**Run 1: M3 wires**

The bar under the picture is 20 um long.
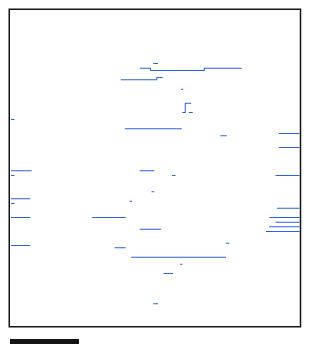
**Run 1: cell placement**

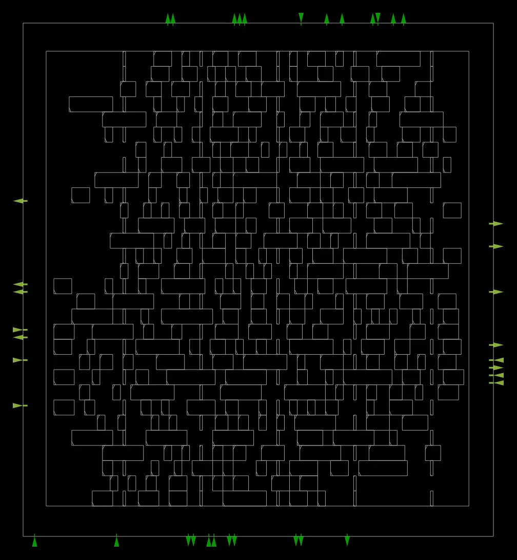
**Run 1: routed clock nets over the placement**

The bar under the picture is 20 um long.
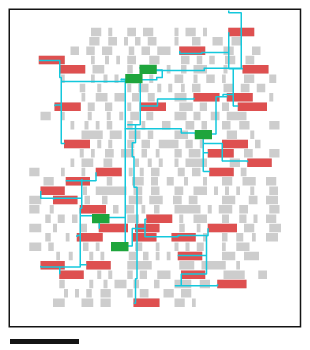
<file path="config.mk">
export PLATFORM = sky130hd
export DESIGN_NAME = collision_detector
export DESIGN_NICKNAME = d
export VERILOG_FILES = /design/src/rtl/collision_detector.sv
export SDC_FILE = /design/constraint.sdc
export NUM_CORES = 1
export LEC_CHECK = 0
export ABC_AREA = 1
export CAP_MARGIN = 10
export CELL_PAD_IN_SITES_DETAIL_PLACEMENT = 2
export CELL_PAD_IN_SITES_GLOBAL_PLACEMENT = 2
export CORE_ASPECT_RATIO = 1.1
export CORE_MARGIN = 4
export CORE_UTILIZATION = 24
export CTS_CLUSTER_DIAMETER = 50
export DETAILED_ROUTE_END_ITERATION = 8
export HOLD_SLACK_MARGIN = 0.08
export MAX_ROUTING_LAYER = met4
export PLACE_DENSITY = 0.81
export SYNTH_ARGS = -nofsm -noshare
export SYNTH_HDL_FRONTEND = slang
export SYNTH_SLANG_ARGS = --single-unit
</file>
<file path="constraint.sdc">
create_clock -name clk -period 1.2 [get_ports clk]
set_input_delay 0.12 -clock clk [delete_from_list [all_inputs] [get_ports clk]]
set_output_delay 0.12 -clock clk [all_outputs]
set_load 0.005 [all_outputs]
</file>
<file path="src/rtl/collision_detector.sv">
// Bullet collision arbiter: latches the first bullet/alien (or bullet/shield) overlap in a
// frame, reports the kill and score at the next frame strobe, then locks out for some frames.
// Optional macro SHIELD_COLLISION_EN enables bullet/shield collisions.
module collision_detector #(
    parameter int SCREEN_CORDW   = 16,
    parameter int ALIEN_IDW      = 6,
    parameter int POINTS         = 10,
    parameter int LOCKOUT_FRAMES = 2
) (
    input  logic                 clk,
    input  logic                 rst,
    input  logic                 frame,
    input  logic                 bullet_drawing,
    input  logic                 alien_drawing,
    input  logic [ALIEN_IDW-1:0] alien_id,
    input  logic                 shield_drawing,
    output logic                 bullet_hit,
    output logic                 kill_valid,
    output logic [ALIEN_IDW-1:0] kill_id,
    output logic [15:0]          score,
    output logic [1:0]           dbg_state
);

    typedef enum logic [1:0] {
        ARMED   = 2'd0,
        PENDING = 2'd1,
        FLUSH   = 2'd2,
        LOCKOUT = 2'd3
    } state_t;

    typedef enum logic {
        KIND_ALIEN  = 1'b0,
        KIND_SHIELD = 1'b1
    } kind_t;

    localparam int CNTW = (LOCKOUT_FRAMES < 1) ? 1 : $clog2(LOCKOUT_FRAMES + 1);
    localparam logic [CNTW-1:0] CNT_LOAD = CNTW'(LOCKOUT_FRAMES);

    state_t               r_state;
    kind_t                r_kind;
    logic [ALIEN_IDW-1:0] r_id;
    logic [CNTW-1:0]      r_cnt;
    logic                 r_bullet_hit;
    logic                 r_kill_valid;
    logic [ALIEN_IDW-1:0] r_kill_id;
    logic [15:0]          r_score;

    state_t               w_next;
    kind_t                w_kind_next;
    logic [ALIEN_IDW-1:0] w_id_next;
    logic [CNTW-1:0]      w_cnt_next;
    logic                 w_kill;
    logic                 w_alien_hit;
    logic                 w_shield_hit;
    logic [16:0]          w_score_sum;
    logic [15:0]          w_score_sat;
    logic                 w_unused;

    assign w_alien_hit = bullet_drawing & alien_drawing;
`ifdef SHIELD_COLLISION_EN
    assign w_shield_hit = bullet_drawing & shield_drawing;
`else
    assign w_shield_hit = 1'b0;
`endif
    assign w_unused = ^{shield_drawing, (SCREEN_CORDW > 0)};

    // Saturating add: score sticks at 16'hFFFF instead of wrapping.
    assign w_score_sum = {1'b0, r_score} + 17'(POINTS);
    assign w_score_sat = w_score_sum[16] ? 16'hFFFF : w_score_sum[15:0];

    always_comb begin
        w_next      = r_state;
        w_kind_next = r_kind;
        w_id_next   = r_id;
        w_cnt_next  = r_cnt;
        w_kill      = 1'b0;
        case (r_state)
            ARMED: begin
                // A frame strobe in the same cycle is ignored: the event waits for the next one.
                if (w_alien_hit) begin
                    w_next      = PENDING;
                    w_id_next   = alien_id;
                    w_kind_next = KIND_ALIEN;
                end else if (w_shield_hit) begin
                    w_next      = PENDING;
                    w_kind_next = KIND_SHIELD;
                end
            end
            PENDING: begin
                if (frame) begin
                    w_next = FLUSH;
                    w_kill = (r_kind == KIND_ALIEN);
                end
            end
            FLUSH: begin
                if (frame) begin
                    if (LOCKOUT_FRAMES == 0) begin
                        w_next = ARMED;
                    end else begin
                        w_next     = LOCKOUT;
                        w_cnt_next = CNT_LOAD;
                    end
                end
            end
            LOCKOUT: begin
                if (frame) begin
                    if (r_cnt <= CNTW'(1)) begin
                        w_next     = ARMED;
                        w_cnt_next = '0;
                    end else begin
                        w_cnt_next = r_cnt - CNTW'(1);
                    end
                end
            end
            default: w_next = ARMED;
        endcase
    end

    always_ff @(posedge clk) begin
        if (rst) begin
            r_state      <= ARMED;
            r_kind       <= KIND_ALIEN;
            r_id         <= '0;
            r_cnt        <= '0;
            r_bullet_hit <= 1'b0;
            r_kill_valid <= 1'b0;
            r_kill_id    <= '0;
            r_score      <= '0;
        end else begin
            r_state      <= w_next;
            r_kind       <= w_kind_next;
            r_id         <= w_id_next;
            r_cnt        <= w_cnt_next;
            r_bullet_hit <= (w_next == PENDING) || (w_next == FLUSH);
            r_kill_valid <= w_kill;
            if (w_kill) begin
                r_kill_id <= r_id;
                r_score   <= w_score_sat;
            end
        end
    end

    assign bullet_hit = r_bullet_hit;
    assign kill_valid = r_kill_valid;
    assign kill_id    = r_kill_id;
    assign score      = r_score;
    assign dbg_state  = r_state;

endmodule
</file>
==> flow.log, run 1 <==
[flow] summary of implementation run
INFO  metric worstSetupStartpoint = score[5]
INFO  metric layout.clock.cell_area_share = 3.42%
INFO  metric timing.hold.worst_endpoint = r_id[1]
INFO  metric violations = setup timing
INFO  metric yosys.area_share.xor_xnor = between 2 and 3%
INFO  metric timing_hold_violations_final = 0
INFO  metric hold_path_start = alien_id[1]
INFO  metric post_synth_main_logic_family = simple AND/OR/NAND/NOR gates
INFO  metric clock_latency = 0.30 ns
INFO  metric pwr-share-clk = between 30 and 40%
INFO  metric clock_pin_slew_on_the_worst_setup_and_hold_paths = 0.09 ns
INFO  metric detail_route.iter0.violations = around 59
INFO  metric timing.final.setup_violations = 24
INFO  metric largestClassByArea = multi-input combinational cells
INFO  metric ys_top_cells_by_area = sky130_fd_sc_hd__dfxtp_1 44%, sky130_fd_sc_hd__nor2_1 10%, sky130_fd_sc_hd__nand2_1 9.7%
INFO  metric antenna-diode-count = 0
INFO  metric layout-area-overhead-vs-synth = 73.2%
INFO  metric crit_slowest_cell = sky130_fd_sc_hd__dfxtp_2
INFO  metric post_synth_num_cell_types = 22
INFO  metric detailedRoute.firstPassIterationCount = 4
INFO  metric grt_usage = between 10% and 20%
INFO  metric adder_cell_share_of_the_synthesized_area = less than 1%
INFO  metric ctsHtreeMaxLevel = 2
INFO  metric routabilityCongestion = 0.742
INFO  metric rr_endpoint = score[9]
INFO  metric worst_pin_slew = 0.343 ns
INFO  metric status = finished, violations left
INFO  metric clock_tree_from_tritoncts = built
INFO  metric postLayoutCellArea = 2670 um2
INFO  metric logic_gate_count = 151
INFO  metric post-route-util = between 40% and 50%
INFO  metric area.combinational = between 900 and 1000 um2
INFO  metric nNonClkBuffers = around 80
INFO  metric tritoncts.num_buffers = 5
INFO  metric hold_slack = 0.433 ns
INFO  metric route.antenna.remaining_nets = 0
INFO  metric ys_sh_simple = 32.4%
INFO  metric sequentialPowerShare = 48.1%
INFO  metric fp-utilization = about 25%
INFO  metric layout_setup_ws = -0.280 ns
INFO  metric synth.mux.area_fraction = 0%
INFO  metric num_rows = 30
INFO  metric postSynthAreaPerCell = 7.11 um2
INFO  metric synth_stat.cells = 217
INFO  metric cts_setup_buffers = 7
INFO  metric floorplan.core_area = 6190 um2
INFO  metric worst_setup_path_endpoint = score[9]
INFO  metric largest_register_ffs = 16
INFO  metric grt.busiest_layer = met2
INFO  metric detailedPlacementHpwl = 4350 um
INFO  metric drt-vias-per-instance = 4.77
INFO  metric power.clock.total = 925 uW
INFO  metric synth_async_sr_flop_share = 0%
INFO  metric cp_data_required_time = approximately 1.4 ns
Notes on 'M3 wires' above:
longest straight run: 27.4 um
share of all routed wire: 2.8%
wire length on this layer: 205 um
nets with wire on the layer: 25
routing usage on met3: 3.41%
Post-Route WL: 7350 um
total via count in the routed design: 1,808

Notes on 'cell placement' above:
# fillers: 710
count of sequential standard cells: 34
number of well taps: 80

Notes on 'routed clock nets over the placement' above:
[cyan] clock wires | length: 559 um
[green] clock-net drivers | count: 5
[red] flip-flops | count: 34
routed clock nets: 6

**Run 1: zoomed window**

Region (22, 8) to (62, 48) um. Cells in gray, sequential cells in the stronger gray; small squares are vias.
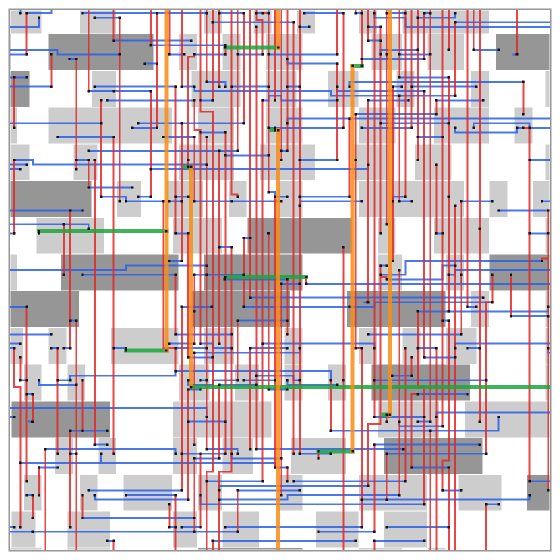

==> inputs of run 2 (changes only) <==
--- a/config.mk
+++ b/config.mk
@@ -6,7 +6,7 @@
 export NUM_CORES = 1
 export LEC_CHECK = 0
 export ABC_AREA = 1
-export CAP_MARGIN = 10
+export CAP_MARGIN = 20
 export CELL_PAD_IN_SITES_DETAIL_PLACEMENT = 2
 export CELL_PAD_IN_SITES_GLOBAL_PLACEMENT = 2
 export CORE_ASPECT_RATIO = 1.1
@@ -17,6 +17,7 @@
 export HOLD_SLACK_MARGIN = 0.08
 export MAX_ROUTING_LAYER = met4
 export PLACE_DENSITY = 0.81
+export RECOVER_POWER = 50
 export SYNTH_ARGS = -nofsm -noshare
 export SYNTH_HDL_FRONTEND = slang
 export SYNTH_SLANG_ARGS = --single-unit
**Run 2: zoomed window**

Region (22, 8) to (62, 48) um. Cells in gray, sequential cells in the stronger gray; small squares are vias.
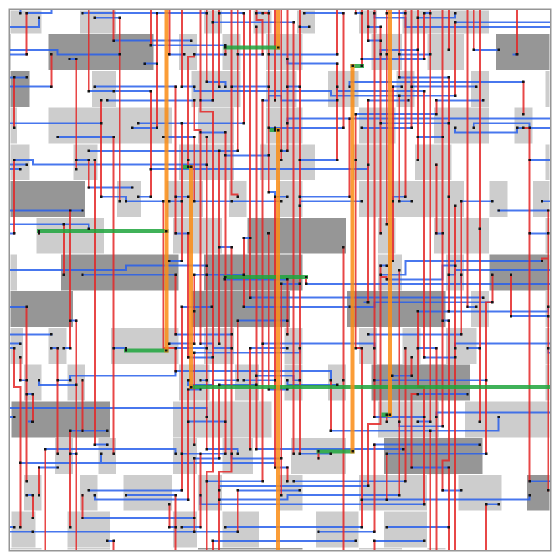
| color | layer |
|---|---|
| red | M2 |
| orange | M4 |
| green | M3 |
| blue | M1 |
cells with their middle in the window: 91
most frequent: nor2_1 (13), dfxtp_1 (10), buf_4 (9)
netlist names of flops here include: kill_id (5), r_id (2), score (2)
sequential cells in the window: 13

==> flow.log, run 2 <==
[flow] summary of implementation run
INFO  metric routabilityCongestion = 0.742 (unchanged)
INFO  metric detail_route.iter0.violations = 59 (unchanged)
INFO  metric comb-cell-share = 36.2%
INFO  metric fp-utilization = 24.9% (unchanged)
INFO  metric tapCellCount = 80 (unchanged)
INFO  metric hold_slack = 0.433 ns (unchanged)
INFO  metric tritoncts.num_buffers = 5 (unchanged)
INFO  metric critical_path.reg2reg.startpoint = score[5]
INFO  metric antenna-diode-count = 0 (unchanged)
INFO  metric violations = setup timing
INFO  metric adder_cell_share_of_the_synthesized_area = 0.811% (unchanged)
INFO  metric sequentialPowerShare = 48.1% (about the same)
INFO  metric fillers = 714 (+0.56%)
INFO  metric clk_root_buffer_cell = sky130_fd_sc_hd__clkbuf_8
INFO  metric syn_inst = around 220
INFO  metric status = finished, violations left
INFO  metric irDropWorstVdd = ~0.48 mV
INFO  metric post_synth_num_cell_types = 22 (unchanged)
INFO  metric postLayoutCellArea = 2670 um2 (-0.19%)
INFO  metric powerComb = 380 uW
INFO  metric clock_tree_from_tritoncts = built
INFO  metric area.combinational = 966 um2 (unchanged)
INFO  metric commonest_cells_after_routing_fill_and_taps_aside = 37 x sky130_fd_sc_hd__buf_4, 31 x sky130_fd_sc_hd__nand2_1, 28 x sky130_fd_sc_hd__nor2_1
INFO  metric worst_setup_path_endpoint = score[9]
INFO  metric nNonClkBuffers = 79 (unchanged)
INFO  metric drt-vias-per-instance = 4.77 (unchanged)
INFO  metric ys_seq_elements = 34
INFO  metric cp_data_required_time = 1.37 ns (about the same)
INFO  metric yosysWarnings = 0
INFO  metric layout-area-overhead-vs-synth = 72.9%
INFO  metric route.antenna.remaining_nets = 0 (unchanged)
INFO  metric top_area_cell = sky130_fd_sc_hd__dfxtp_1
INFO  metric path_buffers = 2
INFO  metric synth_top_flop_cell = sky130_fd_sc_hd__dfxtp_1
INFO  metric pwr-share-clk = 36.8% (about the same)
INFO  metric floorplan.core_area = 6190 um2 (unchanged)
INFO  metric synth_async_sr_flop_share = 0% (unchanged)
INFO  metric critical_path.endpoint_type = flop
INFO  metric cts_setup_buffers = 7 (unchanged)
INFO  metric min_period = 1.48 ns
INFO  metric postSynthSeqShare = 44.1%
INFO  metric finalWirelength = 7350 um (unchanged)
INFO  metric largest_register_ffs = 16 (unchanged)
INFO  metric ctsHtreeMaxLevel = 2 (unchanged)
INFO  metric hold_buffers = 0
INFO  metric logic_gate_count = 151 (unchanged)
INFO  metric timing.final.setup_violations = 24 (unchanged)
INFO  metric timing.hold.worst_endpoint = r_id[1]
INFO  metric die.size.y = 92.1 um
INFO  metric grt_usage = 19.2% (unchanged)
INFO  metric layout.clock.cell_area_share = 3.42% (+0.0064 points)
INFO  metric post_synth_main_logic_family = simple AND/OR/NAND/NOR gates
INFO  metric grt.busiest_layer = met2
INFO  metric num_rows = 30 (unchanged)
INFO  metric synth.mux.area_fraction = 0% (unchanged)
INFO  metric timing_hold_violations_final = 0 (unchanged)
INFO  metric worstPathCellList = buf_4 -> nand2_1 -> nor2_2 -> inv_1 -> o21ai_1 -> a31oi_2
INFO  metric postSynthAreaPerCell = 7.11 um2 (unchanged)
INFO  metric design_power_total = 2510 uW
INFO  metric clock_skew = 0.0159 ns
INFO  metric worstSetupStartpoint = score[5]
INFO  metric layout_top_cell_excl_fill_tap = sky130_fd_sc_hd__buf_4
INFO  metric clock_pin_slew_on_the_worst_setup_and_hold_paths = 0.09 ns (about the same)
INFO  metric fraction_of_the_cycle_the_final_worst_path_needs = 123%
INFO  metric layout_setup_ws = -0.280 ns (unchanged)
INFO  metric power_per_cell_area = between 900 and 1000 nW/um2
INFO  metric worst_pin_slew = 0.343 ns (unchanged)
INFO  metric detailedPlacementHpwl = 4350 um (unchanged)
INFO  metric setup_tns = -2.96 ns
INFO  metric crit_slowest_cell = sky130_fd_sc_hd__dfxtp_2
INFO  metric hold_path_start = alien_id[1]
INFO  metric synth_stat.cells = 217 (unchanged)
INFO  metric ys_top_cells_by_area = sky130_fd_sc_hd__dfxtp_1 44%, sky130_fd_sc_hd__nor2_1 10%, sky130_fd_sc_hd__nand2_1 9.7%
INFO  metric post-route-util = 43.1% (-0.081 points)
INFO  metric seq_cell_count = 34 (unchanged)
INFO  metric yosys.area_share.xor_xnor = 2.84% (unchanged)
INFO  metric met3_usage = 3.41% (unchanged)
INFO  metric detailedRoute.firstPassIterationCount = 4 (unchanged)
INFO  metric rr_endpoint = score[9]
INFO  metric seq_cell_power = approximately 1200 uW
INFO  metric fraction_of_post_synthesis_cell_area_in_the_top_cell_type_by_area = 44.1%
INFO  metric largest_driver_fanout_on_the_critical_path = 2
INFO  metric ys_sh_simple = 32.4% (unchanged)
INFO  metric vias = 1,808 (unchanged)
INFO  metric tool_warnings = 29
INFO  metric largestClassByArea = multi-input combinational cells
**Run 2: routed clock nets over the placement**

The bar under the picture is 20 um long.
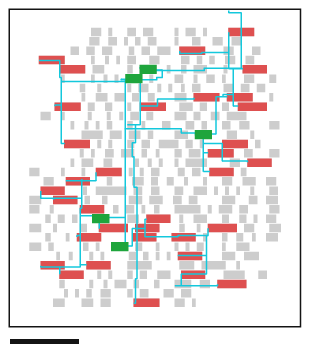
[cyan] clock wires | length: 559 um
[red] flip-flops | count: 34
[green] clock-net drivers | count: 5
flops lie: spread over the die
clock network power: 925 uW
insertion delay of the later-clocked pin in the worst-skew pair: 0.30 ns

Power and IR drop assume default switching activity.
